==> src/rtl/sisc_pkg.sv <==
// rtl/sisc_pkg.sv - shared SISC types, opcode constants and defaults
package sisc_pkg;

    localparam int ADDR_W_DEF = 16;

    localparam int OP_MSB = 31;
    localparam int OP_LSB = 28;

    typedef logic [3:0] opcode_t;

    localparam opcode_t OP_NOP  = 4'h0;
    localparam opcode_t OP_ADD  = 4'h1;
    localparam opcode_t OP_SUB  = 4'h2;
    localparam opcode_t OP_LD   = 4'h3;
    localparam opcode_t OP_ST   = 4'h4;
    localparam opcode_t OP_BR   = 4'h5;
    localparam opcode_t OP_HALT = 4'hF;

    typedef enum logic [1:0] {
        ST_FETCH   = 2'd0,
        ST_DELIVER = 2'd1,
        ST_HALTED  = 2'd2
    } fetch_state_t;

    function automatic opcode_t get_opcode(input logic [31:0] word);
        return word[OP_MSB:OP_LSB];
    endfunction

endpackage

==> src/rtl/sisc_ifetch_if.sv <==
// rtl/sisc_ifetch_if.sv - instruction memory req/ack bus
interface sisc_ifetch_if
    import sisc_pkg::*;
#(
    parameter int ADDR_W = ADDR_W_DEF
);
    logic              mem_req;
    logic [ADDR_W-1:0] mem_addr;
    logic              mem_ack;
    logic [31:0]       mem_rdata;

    modport master (
        output mem_req,
        output mem_addr,
        input  mem_ack,
        input  mem_rdata
    );

    modport slave (
        input  mem_req,
        input  mem_addr,
        output mem_ack,
        output mem_rdata
    );
endinterface

==> src/rtl/sisc_pc.sv <==
// rtl/sisc_pc.sv - program counter with reset load, wrap increment, redirect load
module sisc_pc
    import sisc_pkg::*;
#(
    parameter int                ADDR_W   = ADDR_W_DEF,
    parameter logic [ADDR_W-1:0] RESET_PC = '0
) (
    input  logic              clk,
    input  logic              rst,
    input  logic              inc,
    input  logic              load,
    input  logic [ADDR_W-1:0] load_addr,
    output logic [ADDR_W-1:0] pc
);

    // Redirect wins over increment; increment wraps naturally at ADDR_W bits.
    always_ff @(posedge clk or posedge rst) begin
        if (rst) begin
            pc <= RESET_PC;
        end else if (load) begin
            pc <= load_addr;
        end else if (inc) begin
            pc <= pc + ADDR_W'(1);
        end
    end

endmodule

==> src/rtl/sisc_ifetch.sv <==
// rtl/sisc_ifetch.sv - SISC instruction fetch FSM with memory req/ack and core valid/stall
module sisc_ifetch
    import sisc_pkg::*;
#(
    parameter int                ADDR_W   = ADDR_W_DEF,
    parameter logic [ADDR_W-1:0] RESET_PC = '0,
    parameter opcode_t           HALT_OP  = OP_HALT
) (
    input  logic                 clk,
    input  logic                 rst,
    sisc_ifetch_if.master        mem,
    output logic [31:0]          instruction,
    output logic                 instr_valid,
    input  logic                 stall,
    input  logic                 br_taken,
    input  logic [ADDR_W-1:0]    br_addr,
    output logic [ADDR_W-1:0]    pc,
    output logic                 halted
);

    fetch_state_t state;
    fetch_state_t state_next;

    // Set for one cycle after a redirect abandons an outstanding request.
    logic drop_q;

    logic req;
    logic is_halt;
    logic pc_inc;
    logic pc_load;

    assign is_halt = (get_opcode(instruction) == HALT_OP);

    sisc_pc #(
        .ADDR_W   (ADDR_W),
        .RESET_PC (RESET_PC)
    ) u_pc (
        .clk       (clk),
        .rst       (rst),
        .inc       (pc_inc),
        .load      (pc_load),
        .load_addr (br_addr),
        .pc        (pc)
    );

    // State register.
    always_ff @(posedge clk or posedge rst) begin
        if (rst) begin
            state <= ST_FETCH;
        end else begin
            state <= state_next;
        end
    end

    // Instruction capture and abandoned-request marker.
    always_ff @(posedge clk or posedge rst) begin
        if (rst) begin
            instruction <= '0;
            drop_q      <= 1'b0;
        end else begin
            if (req && mem.mem_ack && !br_taken) begin
                instruction <= mem.mem_rdata;
            end
            drop_q <= req && br_taken;
        end
    end

    // Next-state logic: redirect beats both ack and accept.
    always_comb begin
        state_next = state;
        case (state)
            ST_FETCH: begin
                if (br_taken) begin
                    state_next = ST_FETCH;
                end else if (req && mem.mem_ack) begin
                    state_next = ST_DELIVER;
                end
            end
            ST_DELIVER: begin
                if (br_taken) begin
                    state_next = ST_FETCH;
                end else if (!stall) begin
                    state_next = is_halt ? ST_HALTED : ST_FETCH;
                end
            end
            ST_HALTED: begin
                state_next = ST_HALTED;
            end
            default: begin
                state_next = ST_FETCH;
            end
        endcase
    end

    // Outputs and PC controls decoded from the current state.
    always_comb begin
        req         = (state == ST_FETCH) && !drop_q;
        instr_valid = (state == ST_DELIVER);
        halted      = (state == ST_HALTED);
        pc_load     = br_taken && (state != ST_HALTED);
        pc_inc      = (state == ST_DELIVER) && !stall && !br_taken && !is_halt;
    end

    assign mem.mem_req  = req;
    assign mem.mem_addr = pc;

endmodule

==> src/flat_wrapper.sv <==
// flat-port wrapper written by rule: the top's interface ports become plain ports
module sisc_ifetch_flat import sisc_pkg::*;
#(
    parameter int                ADDR_W   = ADDR_W_DEF,
    parameter logic [ADDR_W-1:0] RESET_PC = '0,
    parameter opcode_t           HALT_OP  = OP_HALT
)
  (clk, rst, instruction, instr_valid, stall, br_taken, br_addr, pc, halted, mem_mem_req, mem_mem_addr, mem_mem_ack, mem_mem_rdata);
  sisc_ifetch_if #(.ADDR_W(ADDR_W)) mem_i ();
  input  logic clk;
  input  logic rst;
  output logic [31:0] instruction;
  output logic instr_valid;
  input  logic stall;
  input  logic br_taken;
  input  logic [ADDR_W-1:0] br_addr;
  output logic [ADDR_W-1:0] pc;
  output logic halted;
  output wire logic [$bits(mem_i.mem_req)-1:0] mem_mem_req;
  output wire logic [$bits(mem_i.mem_addr)-1:0] mem_mem_addr;
  input wire logic [$bits(mem_i.mem_ack)-1:0] mem_mem_ack;
  input wire logic [$bits(mem_i.mem_rdata)-1:0] mem_mem_rdata;
  assign mem_mem_req = mem_i.mem_req;
  assign mem_mem_addr = mem_i.mem_addr;
  assign mem_i.mem_ack = mem_mem_ack;
  assign mem_i.mem_rdata = mem_mem_rdata;
  sisc_ifetch #(.ADDR_W(ADDR_W), .RESET_PC(RESET_PC), .HALT_OP(HALT_OP)) u_core (.clk(clk), .rst(rst), .mem(mem_i), .instruction(instruction), .instr_valid(instr_valid), .stall(stall), .br_taken(br_taken), .br_addr(br_addr), .pc(pc), .halted(halted));
endmodule
==> config.mk <==
export PLATFORM = sky130hd
export DESIGN_NAME = sisc_ifetch_flat
export DESIGN_NICKNAME = d
export VERILOG_FILES = /design/src/rtl/sisc_pkg.sv /design/src/rtl/sisc_ifetch_if.sv /design/src/rtl/sisc_pc.sv /design/src/rtl/sisc_ifetch.sv /design/src/flat_wrapper.sv
export SDC_FILE = /design/constraint.sdc
export NUM_CORES = 1
export LEC_CHECK = 0
export CAP_MARGIN = 40
export CORE_ASPECT_RATIO = 0.75
export CORE_MARGIN = 2
export CORE_UTILIZATION = 44
export CTS_BUF_LIST = sky130_fd_sc_hd__clkbuf_2 sky130_fd_sc_hd__clkbuf_4 sky130_fd_sc_hd__clkbuf_8
export DETAILED_ROUTE_END_ITERATION = 12
export PLACE_DENSITY = 0.87
export SLEW_MARGIN = 20
export SYNTH_ARGS = -nofsm -noshare
export SYNTH_HDL_FRONTEND = slang
export SYNTH_SLANG_ARGS = --single-unit
export TNS_END_PERCENT = 10
==> constraint.sdc <==
create_clock -name clk -period 4.6 [get_ports clk]
set_input_delay 0.92 -clock clk [delete_from_list [all_inputs] [get_ports clk]]
set_output_delay 0.92 -clock clk [all_outputs]
set_load 0.01 [all_outputs]
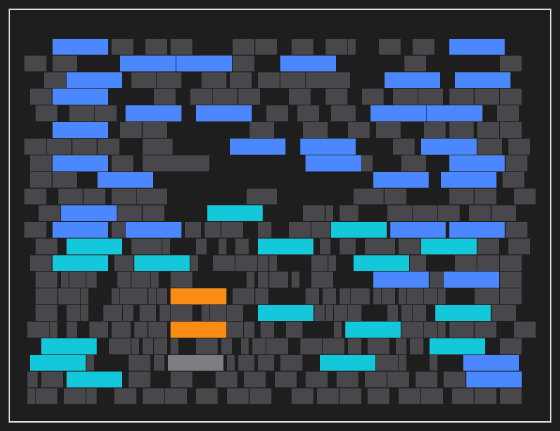
(register map, names as in the netlist)
Other sequential cells in the stronger grey, the rest of the logic in the fainter grey.
u_core.instruction -> blue  # sequential cells 32
u_core.state -> orange  # sequential cells 2
u_core.u_pc.pc -> cyan  # sequential cells 16
not coloured = 1
register area: 1276 sq um
fin util: 72.23%

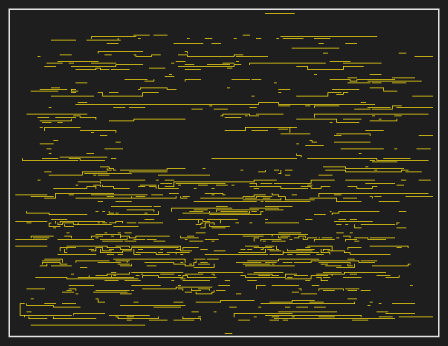
(signal wires on met1)
nets with wire on the layer = 306
wire length on this layer = 2620 microns
longest straight run = 37.7 microns
share of all routed wire = 45%
main direction = horizontal
routed vias: 1927
routed wire length: 5855 microns
grt met1 use: 27.52%

==> metrics.yaml <==
syn_nets: 258
top_cells_by_area: "dfrtp_1, mux2_2, buf_4"
critPathMaxFanout: 9
switching_power_mw: 0.1556
numCtsBuffers: 5
power_frac_clock_pct: 38.6
die_area_sq_um: 5935
post_cts_buffers: 0
ys_cells: 204
cts_max_path_buffers: 2
ys_async_sr_fraction_pct: 100.0
end_kind: "register"
p_leak_nw: 1.548
cts_hold_buf: 0
startpoint_type: "primary input"
yosys.stat.seqShare_pct: 54.43
pwr-share-seq_pct: 54.6
synth-edff-count: 0
ys_warn_count: 0
tns_ns: 0
cp_data_required_time_ns: 4.82
synth_dominant_cell_count: "dfrtp_1"
intPower_mw: 0.6645
die_h_microns: 67.22
ys_types: 34
power.density_nw_per_um2: 226.6
rows: 22
antenna_found_initial: 0
max_stage_delay_ns: 0.72
nNetsFinal: 362
drc_errors: 0
cts_sinks: 51
power.share.switching_pct: 18.97
slowest_stage: "or4_1"
drv_cap: 0
routabilityCongestion: 0.8099
fmax_mhz: 305.3
grt_overflow: 0
syn_area_sq_um: 2345
clk_pin_slew_ns: 0.09
synth_cells: 204
area_growth_syn_to_layout_pct: 54.32
grt_max_degree: 33
io_buffers: 119
avgSynthCellArea_sq_um: 11.49
hold_viol: 0
yosysTopAreaCell: "dfrtp_1"
post-route-period-util_pct: 71.21
root_buffer: "clkbuf_8"
ys.flops: 51
crit_chain: "clkdlybuf4s50_1 > or4b_1 > or4_1 > or4_1 > a31oi_1"
firstDrtPassIters: 5
slew_headroom_pct: 56.84
grt_first_pass_wirelength_microns: 9183
grt_pass1_vias: 1844
drive_above_1_share_pct: 13.92
worstMarginPinSlew_ns: 0.6459
final-max-slew-violation-count: 0
rsz0062_at_grt: "no"
run_status: "finished clean"
initCoreUtil_pct: 46.80
post_cts_resized: 0
period_needed_ns: 3.276
die_w_microns: 88.29
htree_levels: 2
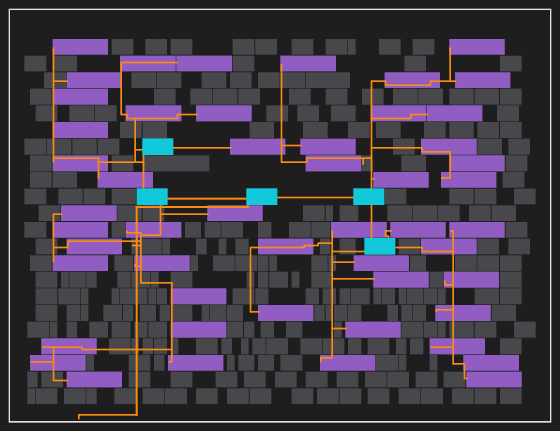
(clock wires, drivers and flops)
clock wires -> orange  # length 548 microns
cells driving clock nets -> cyan  # count 5
flip-flops -> purple  # count 51
flops lie = widely spread

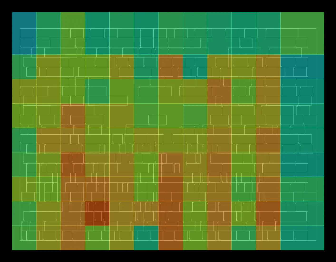
(track usage over the die)
Avg WL per Cell: 15.37 microns
gr busiest metal: met2
GRT Total Usage: 20.04%
GR Util met2: 32.61%
GR Util met3: 5.134%

## area by class of cell
cell class	count	area [sq um]	share of cell area [%]
Multi-Input combinational cell	125	900.9	24.90
Tap cell	72	90.09	2.490
Sequential cell	51	1276	35.27
Timing Repair Buffer	121	1219	33.68
Clock buffer	6	82.58	2.282
Inverter	4	15.01	0.4149
Clock inverter	2	35.03	0.9682
## critical path: cells and delay by family
family / cells / cell delay, ns
simple gates: 3 / 1.92
compound gates: 1 / 0.18
buf+inv: 1 / 0.48
## state kept, by name, summed over array words and instances, names as in the netlist
register,cells
u_core.state,2
u_core.u_pc.pc,16
u_core.drop_q,1
u_core.instruction,32
## cells by family (layout without fill, tap and decap cells)
logic type,count (synthesis),in the layout,share of synthesized area [%]
muxes,32,32,15.37
adders and majority gates,1,1,0.5335
buffers and inverters,28,133,7.150
xor gates and xnor gates,4,4,1.494
and+or+nand+nor,61,61,13.66
DFF,51,51,54.43
AOI/OAI and AO/OA,27,27,7.364
## routing by layer
| layer | wire length (microns) | track usage [%] | share of wire, % |
|---|---|---|---|
| met5 | 0 | 0 | 0 |
| met4 | 34 | 3.977 | 0.58 |
| met3 | 389 | 5.134 | 6.6 |
| met2 | 2809 | 32.61 | 48 |
| met1 | 2622 | 27.52 | 45 |
## worst paths after layout
path,startpoint,end,slack [ns],cells past startpoint
max in group asynchronous,rst,u_core.instruction[10],3.07,3
min in group asynchronous,rst,u_core.u_pc.pc[12],0.99,2
max reg2reg,u_core.state[1],u_core.u_pc.pc[15],2.00,4
max,br_taken,u_core.u_pc.pc[15],1.32,5
min,u_core.instruction[25],u_core.instruction[25],0.51,1
min reg2reg,u_core.instruction[25],u_core.instruction[25],0.51,1
## power by group through the flow
| stage | registers [mW] | logic [mW] | clock network [mW] |
|---|---|---|---|
| detailed placement | 0.457 | 0.0570 | 0 |
| global placement | 0.457 | 0.0535 | 0 |
| floorplan | 0.457 | 0.00741 | 0 |
| CTS | 0.448 | 0.0572 | 0.323 |
| finish | 0.448 | 0.0560 | 0.316 |
| global route | 0.448 | 0.0608 | 0.343 |
## through the flow
stage          power (mW)  cells  worst slack, ns  hold WS, ns  util, %
2_1_floorplan      0.4642    204            1.703       0.4595        -
3_3_place_gp       0.5104    372            1.107       0.4855    69.48
3_5_place_dp       0.5138    373            1.032       0.4919    69.88
4_1_cts            0.8279    381            1.347       0.5118    72.23
5_1_grt            0.8523    381            1.236       0.5188    72.23
6_report           0.8201    381            1.324       0.5062    72.23
## cell usage in the layout (no fill, tap or decap), drive strengths merged, types with 3 or more instances in the layout
cell type | netlist | final
nor3 | 3 | 3
nand4 | 4 | 4
or3 | 5 | 5
nand2 | 14 | 14
clkdlybuf4s50 | 0 | 119
o21ai | 10 | 10
nand3 | 7 | 7
clkbuf | 5 | 6
mux2 | 32 | 32
dfrtp | 51 | 51
a31oi | 7 | 7
inv | 4 | 4
or4 | 3 | 3
xnor2 | 4 | 4
nor2 | 13 | 13
o211ai | 3 | 3
Power and IR drop assume default switching activity.
